### Zoomed window, run 1

Region (84, 84) to (109, 109) um. Cells in grey, sequential cells in the stronger grey; small squares are vias.
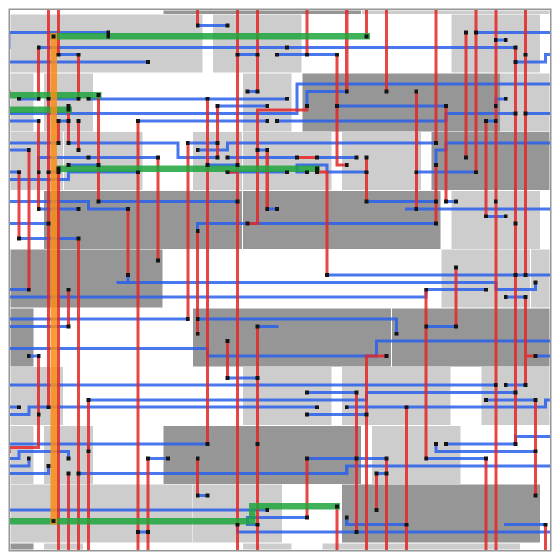
### Routing congestion map, run 1

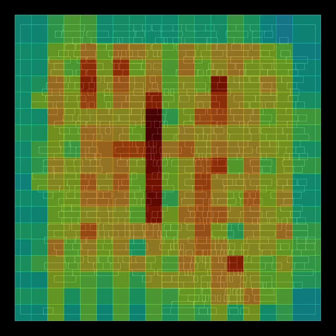
### Gate-type map, run 1

Drawn at 2 px/um.
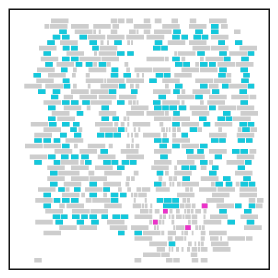
### Register map, names as in the netlist, run 1

Drawn at 4 px/um. Other sequential cells in the stronger grey, the rest of the logic in the fainter grey.
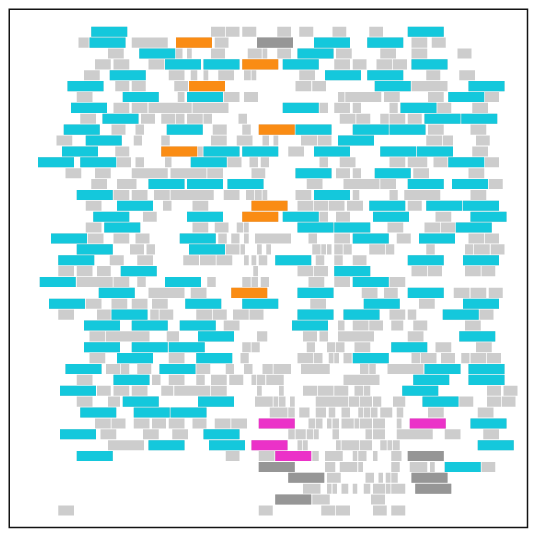
===== config.mk =====
export PLATFORM = sky130hd
export DESIGN_NAME = mem_unit_burst_flat
export DESIGN_NICKNAME = d
export VERILOG_FILES = /design/src/rtl/mem_unit_burst_if.sv /design/src/rtl/mem_unit_burst.sv /design/src/flat_wrapper.sv
export SDC_FILE = /design/constraint.sdc
export NUM_CORES = 1
export LEC_CHECK = 0
export CORE_MARGIN = 2
export CORE_UTILIZATION = 44
export DETAILED_ROUTE_END_ITERATION = 12
export SYNTH_ARGS = -nofsm -noshare
export SYNTH_HDL_FRONTEND = slang
export SYNTH_SLANG_ARGS = --single-unit

===== constraint.sdc =====
create_clock -name clk -period 3.61 [get_ports clk]
set_input_delay 0.361 -clock clk [delete_from_list [all_inputs] [get_ports clk]]
set_output_delay 0.361 -clock clk [all_outputs]
set_load 0.01 [all_outputs]

===== src/rtl/mem_unit_burst_if.sv =====
`default_nettype none
// ---------------------------------------------------------------------------
// Module      : mem_unit_burst_if
// Description : Request/ready bus carrying burst commands into mem_unit_burst
//               and read data back out of it.
// Revision    : 1.0 - initial release
// ---------------------------------------------------------------------------
interface mem_unit_burst_if #(
  parameter int DATA_W = 8,
  parameter int ADDR_W = 4,
  parameter int LEN_W  = 2
);
  logic              req;
  logic              rw;
  logic [ADDR_W-1:0] addr;
  logic [LEN_W-1:0]  burst_len;
  logic [DATA_W-1:0] data_in;
  logic              ready;
  logic [DATA_W-1:0] data_out;
  logic              data_valid;
  logic              burst_done;

  // Controller side: issues commands, consumes read data
  modport master (
    output req, rw, addr, burst_len, data_in,
    input  ready, data_out, data_valid, burst_done
  );

  // Memory side: accepts commands, returns read data
  modport slave (
    input  req, rw, addr, burst_len, data_in,
    output ready, data_out, data_valid, burst_done
  );
endinterface
`default_nettype wire


===== src/rtl/mem_unit_burst.sv =====
`default_nettype none
// ---------------------------------------------------------------------------
// Module      : mem_unit_burst
// Description : Single-port synchronous memory, DEPTH = 2**ADDR_W words,
//               with incrementing wrap-around bursts of burst_len+1 beats,
//               one beat per clock, 1-cycle read latency and a burst_done
//               pulse after the final beat.
//               Optional macro MEM_WR_ECHO_EN: write beats also load
//               data_out and raise data_valid, with read timing.
// Revision    : 1.0 - initial release
// ---------------------------------------------------------------------------
module mem_unit_burst #(
  parameter int DATA_W = 8,
  parameter int ADDR_W = 4,
  parameter int LEN_W  = 2
) (
  input  wire                  clk,
  input  wire                  rst_n,
  mem_unit_burst_if.slave      bus
);

  localparam int DEPTH = 2 ** ADDR_W;

  typedef enum logic [1:0] {
    INIT  = 2'd0,
    IDLE  = 2'd1,
    BURST = 2'd2
  } state_t;

  state_t              r_state;
  state_t              w_state_next;
  logic [DATA_W-1:0]   r_mem [DEPTH];
  logic [ADDR_W-1:0]   r_addr;
  logic [LEN_W-1:0]    r_rem;
  logic                r_rw;
  logic [DATA_W-1:0]   r_data_out;
  logic                r_data_valid;
  logic                r_burst_done;

  logic                w_beat;
  logic                w_accept;
  logic                w_last;
  logic [ADDR_W-1:0]   w_beat_addr;
  logic                w_beat_rw;

  // State register
  always_ff @(posedge clk or negedge rst_n) begin
    if (!rst_n) r_state <= INIT;
    else        r_state <= w_state_next;
  end

  // Next state and beat decode; beat 0 uses the live bus, later beats
  // use the latched command so bus changes mid-burst are ignored
  always_comb begin
    w_state_next = r_state;
    w_beat       = 1'b0;
    w_accept     = 1'b0;
    w_last       = 1'b0;
    w_beat_addr  = r_addr;
    w_beat_rw    = r_rw;
    case (r_state)
      INIT: w_state_next = IDLE;
      IDLE: begin
        if (bus.req) begin
          w_beat      = 1'b1;
          w_accept    = 1'b1;
          w_beat_addr = bus.addr;
          w_beat_rw   = bus.rw;
          w_last      = (bus.burst_len == '0);
          if (!w_last) w_state_next = BURST;
        end
      end
      BURST: begin
        w_beat = 1'b1;
        w_last = (r_rem == LEN_W'(1));
        if (w_last) w_state_next = IDLE;
      end
      default: w_state_next = INIT;
    endcase
  end

  // Burst bookkeeping: next address (wraps modulo DEPTH), beats left, direction
  always_ff @(posedge clk or negedge rst_n) begin
    if (!rst_n) begin
      r_addr <= '0;
      r_rem  <= '0;
      r_rw   <= 1'b0;
    end else if (w_beat) begin
      r_addr <= w_beat_addr + 1'b1;
      if (w_accept) begin
        r_rem <= bus.burst_len;
        r_rw  <= bus.rw;
      end else begin
        r_rem <= r_rem - 1'b1;
      end
    end
  end

  // Storage array, cleared by reset
  always_ff @(posedge clk or negedge rst_n) begin
    if (!rst_n) begin
      for (int i = 0; i < DEPTH; i++) r_mem[i] <= '0;
    end else if (w_beat && !w_beat_rw) begin
      r_mem[w_beat_addr] <= bus.data_in;
    end
  end

  // Read data path, valid for the cycle after each beat that produces data
  always_ff @(posedge clk or negedge rst_n) begin
    if (!rst_n) begin
      r_data_out   <= '0;
      r_data_valid <= 1'b0;
    end else begin
      r_data_valid <= 1'b0;
      if (w_beat && w_beat_rw) begin
        r_data_out   <= r_mem[w_beat_addr];
        r_data_valid <= 1'b1;
      end
`ifdef MEM_WR_ECHO_EN
      else if (w_beat && !w_beat_rw) begin
        r_data_out   <= bus.data_in;
        r_data_valid <= 1'b1;
      end
`endif
    end
  end

  // One-cycle completion pulse after the final beat edge
  always_ff @(posedge clk or negedge rst_n) begin
    if (!rst_n) r_burst_done <= 1'b0;
    else        r_burst_done <= w_beat && w_last;
  end

  assign bus.ready      = (r_state == IDLE);
  assign bus.data_out   = r_data_out;
  assign bus.data_valid = r_data_valid;
  assign bus.burst_done = r_burst_done;

endmodule
`default_nettype wire


===== src/flat_wrapper.sv =====
// flat-port wrapper written by rule: the top's interface ports become plain ports
module mem_unit_burst_flat 
#(
  parameter int DATA_W = 8,
  parameter int ADDR_W = 4,
  parameter int LEN_W  = 2
)
  (clk, rst_n, bus_req, bus_rw, bus_addr, bus_burst_len, bus_data_in, bus_ready, bus_data_out, bus_data_valid, bus_burst_done);
  mem_unit_burst_if #(.DATA_W(DATA_W), .ADDR_W(ADDR_W), .LEN_W(LEN_W)) bus_i ();
  input  wire clk;
  input  wire rst_n;
  input wire logic [$bits(bus_i.req)-1:0] bus_req;
  input wire logic [$bits(bus_i.rw)-1:0] bus_rw;
  input wire logic [$bits(bus_i.addr)-1:0] bus_addr;
  input wire logic [$bits(bus_i.burst_len)-1:0] bus_burst_len;
  input wire logic [$bits(bus_i.data_in)-1:0] bus_data_in;
  output wire logic [$bits(bus_i.ready)-1:0] bus_ready;
  output wire logic [$bits(bus_i.data_out)-1:0] bus_data_out;
  output wire logic [$bits(bus_i.data_valid)-1:0] bus_data_valid;
  output wire logic [$bits(bus_i.burst_done)-1:0] bus_burst_done;
  assign bus_i.req = bus_req;
  assign bus_i.rw = bus_rw;
  assign bus_i.addr = bus_addr;
  assign bus_i.burst_len = bus_burst_len;
  assign bus_i.data_in = bus_data_in;
  assign bus_ready = bus_i.ready;
  assign bus_data_out = bus_i.data_out;
  assign bus_data_valid = bus_i.data_valid;
  assign bus_burst_done = bus_i.burst_done;
  mem_unit_burst #(.DATA_W(DATA_W), .ADDR_W(ADDR_W), .LEN_W(LEN_W)) u_core (.clk(clk), .rst_n(rst_n), .bus(bus_i));
endmodule

==> metrics.csv, run 1 <==
stage,metric,value,unit
run_status,status,finished clean,
floorplan,die_x,129.2,um
floorplan,pin_count,29,
cells_and_area,drive_gt1_share,31.69,%
yosys,avgSynthCellArea,13.06,um^2
timing,skew,8.065,ps
flow_run,warnings,33,
place,placed_area,0.007367,mm^2
yosys,synth_top_area_share,53.34,%
cts,cts_buffers,17,
timing,timing.max_slew.rel_slack,42.85,%
place,dpl.hpwl,10810,um
timing,final_max_slew_viol_count,0,
cts,cts_sinks,147,
yosys,synth_cells,528,
drt,drc,0,
timing,hold_viol_final,0,
worst_setup_path,cp_data_arrival_time,3240,ps
yosys,yosysWarnings,0,
min_path,hold_path_class,input port to asynchronous set/reset pin,
worst_setup_path,critPathKind,register to register,
cts,clkSlewWorstSetupHoldPaths,60,ps
flow_run,max-cap-violations,0,
yosys,yosys_area,0.006897,mm^2
place,place_congestion,0.7913,
power_and_ir_drop,p_clk_share,28.0,%
yosys,synth_flops,147,
cells_and_area,layout.nets,583,
cells_and_area,n_antenna_cell,0,
yosys,ys_cells,528,
cts,h-tree-depth,4,
floorplan,die-area,0.01669,mm^2
floorplan,rows,45,
worst_setup_path,crit_required,3900,ps
cts,cts_resized,0,
timing,setup-tns-final,0,ps
drt,drt_iter0_drc,222,
yosys,synth_nets,556,
## Picture notes: 'Zoomed window'
- metal 4: orange
- metal 1: blue
- metal 3: green
- metal 2: red
- most frequent: mux2_2 (9), dfrtp_1 (9)
- netlist names of flops here include: `u_core.r_mem` (9)
- cells with their middle in the window: 30
- sequential cells in the window: 9

## Picture notes: 'Routing congestion map'
met2 Use GR: 31.15%
wire length per cell: 20.54 um
GR Layer Usage met1: 29.04%
Total GRT Usage: 20.71%
global-route met3 utilization: 4.707%

## Picture notes: 'Gate-type map'
- mux cells: cyan (cells 198; where widely spread)
- non-inverting ao/oa cells: magenta (cells 4)

## Picture notes: 'Register map, names as in the netlist'
- `u_core.r_addr`: magenta (sequential cells 4; where bottom centre)
- `u_core.bus.data_out`: orange (sequential cells 8)
- `u_core.r_mem`: cyan (sequential cells 128; where widely spread)

==> run 1: cell type report <==
type	count	area, um^2	share of cell area, %
clock buffers	19	452.9	5.677
clock inverters	13	158.9	1.992
inverters	9	33.78	0.4234
multi-input cells	347	3059	38.34
flip-flops and latches	147	3679	46.10
well taps	211	264.0	3.309
repair buffers	33	331.6	4.156
==> run 1: synthesized netlist by cell type (all sizes together) <==
cell	count
inv	9
a22oi	1
clkbuf	11
xor2	1
a21oi	5
nor4	8
mux2i	68
dfrtp	147
a211o	1
o32ai	1
nor2	4
nor3b	1
a21o	2
o21ai	19
and2	1
nand2b	2
mux2	130
nand2	43
buf	14
o22ai	35
nor2b	4
o21bai	1
o31ai	1
nor3	1
ha	10
nand3	3
o2111ai	1
nand4b	2
nand4	1
a22o	1
==> run 1: cell usage in the layout (no fill, tap or decap), types with 7 or more instances in the layout <==
cell type and n:
inv_1 9, o21ai_1 12, clkdlybuf4s50_1 27, nand2_2 13, nor4_1 8, mux2i_1 67, ha_1 10, dfrtp_1 147
o21ai_0 7, o22ai_1 35, mux2_2 127, clkbuf_16 17, nand2_1 30
==> run 1: power groups by stage <==
| stage | Sequential (mW) | Combinational [mW] | Clock (mW) |
|---|---|---|---|
| after floorplan | 2.46 | 1.62 | 0 |
| after global placement | 2.52 | 2.09 | 0 |
| after detailed placement | 2.55 | 2.12 | 0 |
| after CTS | 2.52 | 2.13 | 1.84 |
| after global routing | 2.60 | 2.30 | 1.91 |
| final | 2.53 | 2.11 | 1.80 |
==> run 1: cell families (layout without fill, tap and decap cells) <==
family	after synthesis	in the layout	share of synthesized area (%)
compound gates	68	68	5.969
xor+xnor	1	1	0.1270
mux	198	198	31.15
simple gates	70	70	5.171
flops	147	147	53.34
buf+inv	34	74	2.431
fa+ha+maj	10	10	1.814
==> run 1: through the flow <==
step | utilization [%] | std cells | setup slack, ps
floorplan | - | 528 | 902.9
global placement | 48.28 | 747 | 536.8
detailed placement | 48.28 | 747 | 504.7
CTS | 52.29 | 779 | 671.3
global route | 52.29 | 779 | 421.2
finish | 52.29 | 779 | 654.6
==> run 1: worst max-delay path by stage <==
stage	cells past startpoint	slack [ps]	startpoint	endpoint
final	9	650	u_core.r_state[1]	u_core.bus.data_out[3]
after global routing	9	420	u_core.r_state[1]	u_core.bus.data_out[3]
after CTS	9	670	u_core.r_state[1]	u_core.bus.data_out[3]
after detailed placement	8	500	bus_req	u_core.bus.data_out[3]
after global placement	8	540	bus_req	u_core.bus.data_out[3]
after floorplan	12	900	u_core.r_state[1]	u_core.r_mem[100]
==> run 1: critical path, cell delays in order (launching register included) <==
cell	delay, ps
dfrtp_1	390
inv_1	120
ha_1	330
and2_4	290
mux2i_4	410
buf_12	290
mux2i_1	260
o22ai_1	180
nor4_1	430
o21ai_1	90
==> run 1: registers in the layout, indices dropped and copies added, names as in the netlist <==
signal	cells
u_core.bus.data_valid	1
u_core.bus.data_out	8
u_core.r_rem	2
u_core.bus.burst_done	1
u_core.r_addr	4
u_core.r_mem	128
u_core.r_rw	1
u_core.r_state	2
### Metal 1, run 1

Drawn at 2 px/um.
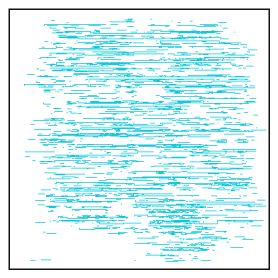

==> inputs of run 2 (changes only) <==
==> constraint.sdc (replaced) <==
create_clock -name clk -period 2.5 [get_ports clk]
set_input_delay 0.25 -clock clk [delete_from_list [all_inputs] [get_ports clk]]
set_output_delay 0.25 -clock clk [all_outputs]
set_load 0.01 [all_outputs]
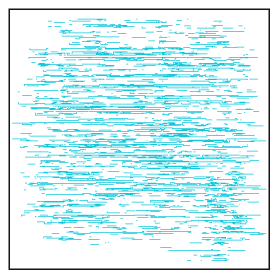
*Metal 1, run 2*
Drawn at 2 px/um.
- main direction: horizontal
- nets with wire on the layer: 587
- wire length on this layer: 7,800 um
- share of all routed wire: 47%

==> metrics.csv, run 2 <==
stage,metric,value,unit,change
run_status,status,finished clean,,
worst_setup_path,slowest_delay,410,ps,-20 ps
worst_setup_path,cp_top_family,simple AND/OR/NAND/NOR gates,,
yosys,synth.cellmix.compoundShare,5.969,%,unchanged
cells_and_area,drive_gt1_share,40.39,%,+8.7 points
cts,cts_buffers,17,,unchanged
cells_and_area,final-seq-area,0.003679,mm^2,unchanged
cts,cts_sinks,147,,unchanged
cts,h-tree-depth,4,,unchanged
timing,setup-tns-final,0,ps,unchanged
yosys,synthTopCellsByCount,"147 x dfrtp_1, 127 x mux2_2, 67 x mux2i_1, 35 x o22ai_1, 30 x nand2_1",,
worst_setup_path,cp_slowest_cell,dfrtp_1,,
worst_setup_path,cp_num_buf_inv,4,,+2
timing,hold_viol_final,0,,unchanged
worst_setup_path,critPathKind,register to register,,
yosys,yosys_area,0.006897,mm^2,unchanged
worst_setup_path,crit_required,2800,ps,-1100 ps
yosys,synth_top_area_share,53.34,%,unchanged
yosys,synthMostInstantiatedCell,dfrtp_1,,
min_path,hold_path_class,input port to asynchronous set/reset pin,,
place,dpl.hpwl,11290,um,+4.4%
yosys,top_logic_kind,multiplexers,,
yosys,synth_flops,147,,unchanged
yosys,edf_count,0,,unchanged
yosys,yosys-mux-area-fraction,31.15,%,unchanged
drt,wl_per_cell,20.15,um,-1.9%
yosys,dominantRegCellSynth,dfrtp_1,,
worst_setup_path,path_cells,inv_2 > ha_4 > and2_4 > mux2i_4 > buf_6 > buf_12 > buf_4 > mux2i_1 > o22ai_1 > nor4_2 > o21ai_1,,
drt,drc,0,,unchanged
cells_and_area,regMostFlops,u_core.r_mem,,
yosys,yosys.area_share.adder,1.814,%,unchanged
cells_and_area,lay_top_cells,"147 x dfrtp_1, 127 x mux2_2, 60 x mux2i_1, 46 x buf_4, 29 x o22ai_1",,
place,place_congestion,0.7986,,+0.92%
grt,grt_use_total,21.33,%,+0.62 points
yosys,yosysWarnings,0,,unchanged
cells_and_area,comb_area,0.003241,mm^2,+5.9%
flow_run,max-cap-violations,0,,unchanged
floorplan,pin_count,29,,unchanged
## run 2: cell counts after synthesis
No cell type changed its count.
## run 2: path summary, 6_finish.rpt
check                                  startpoint                endpoint  slack [ps]
max                             u_core.r_state[1]  u_core.bus.data_out[7]           3
min                                         rst_n         u_core.r_rem[1]         370
max reg2reg                     u_core.r_state[1]  u_core.bus.data_out[7]           3
min reg2reg                u_core.bus.data_out[4]  u_core.bus.data_out[4]         480
max in group asynchronous                   rst_n  u_core.bus.data_out[3]        1340
min in group clk                           bus_rw             u_core.r_rw         450
## run 2: metal layers
metal	up-vias	wire [um]	track usage (%)
li1	2096	-	-
met1	2363	7804	29.34
met2	83	7926	33.07
met3	24	678	5.409
met4	0	316	7.353
met5	-	0	0
## run 2: cell type report
cell class	instances	share of cell area, %
inverters	9	0.3935
repair buffers	86	9.765
well taps	211	3.075
clock buffers	25	5.539
clock inverters	5	0.6267
multi-input cells	347	37.75
flip-flops and latches	147	42.85
## run 2: logic make-up (layout without fill, tap and decap cells)
kind of cell,Yosys count,count (layout)
buffers and inverters,34,125
multiplexers,198,198
adder cells (fa/ha/maj),10,10
flip-flops,147,147
AND/OR/NAND/NOR,70,70
XOR/XNOR,1,1
AND-OR/OR-AND,68,68
## run 2: power groups by stage
stage / Combinational [mW] / Clock (mW) / Sequential [mW]
after floorplan: 2.40 / 0 / 3.56
after global placement: 3.42 / 0 / 3.63
after detailed placement: 3.48 / 0 / 3.68
after CTS: 3.68 / 2.39 / 3.66
after global routing: 4.29 / 2.51 / 3.78
final: 3.95 / 2.35 / 3.69
## run 2: what timing repair did
item | CTS | global route
resized | 12 | 23
setup endpoints to repair | 13 | 92
endpoints found under the hold margin | 60 | 0
gates cloned | 1 | 1
buffers inserted | 1 | 9
pin swaps | 2 | 7
hold buffers | 1 | 0
## run 2: through the flow
stage | area (um^2) | instances | total power [mW]
after floorplan | 6944 | 528 | 5.952
after global placement | 7742 | 787 | 7.042
after detailed placement | 7742 | 787 | 7.165
after CTS | 8384 | 820 | 9.720
after global routing | 8584 | 830 | 10.57
final | 8584 | 830 | 9.989
Power figures rest on the tool's default switching activity, not on a simulated workload.
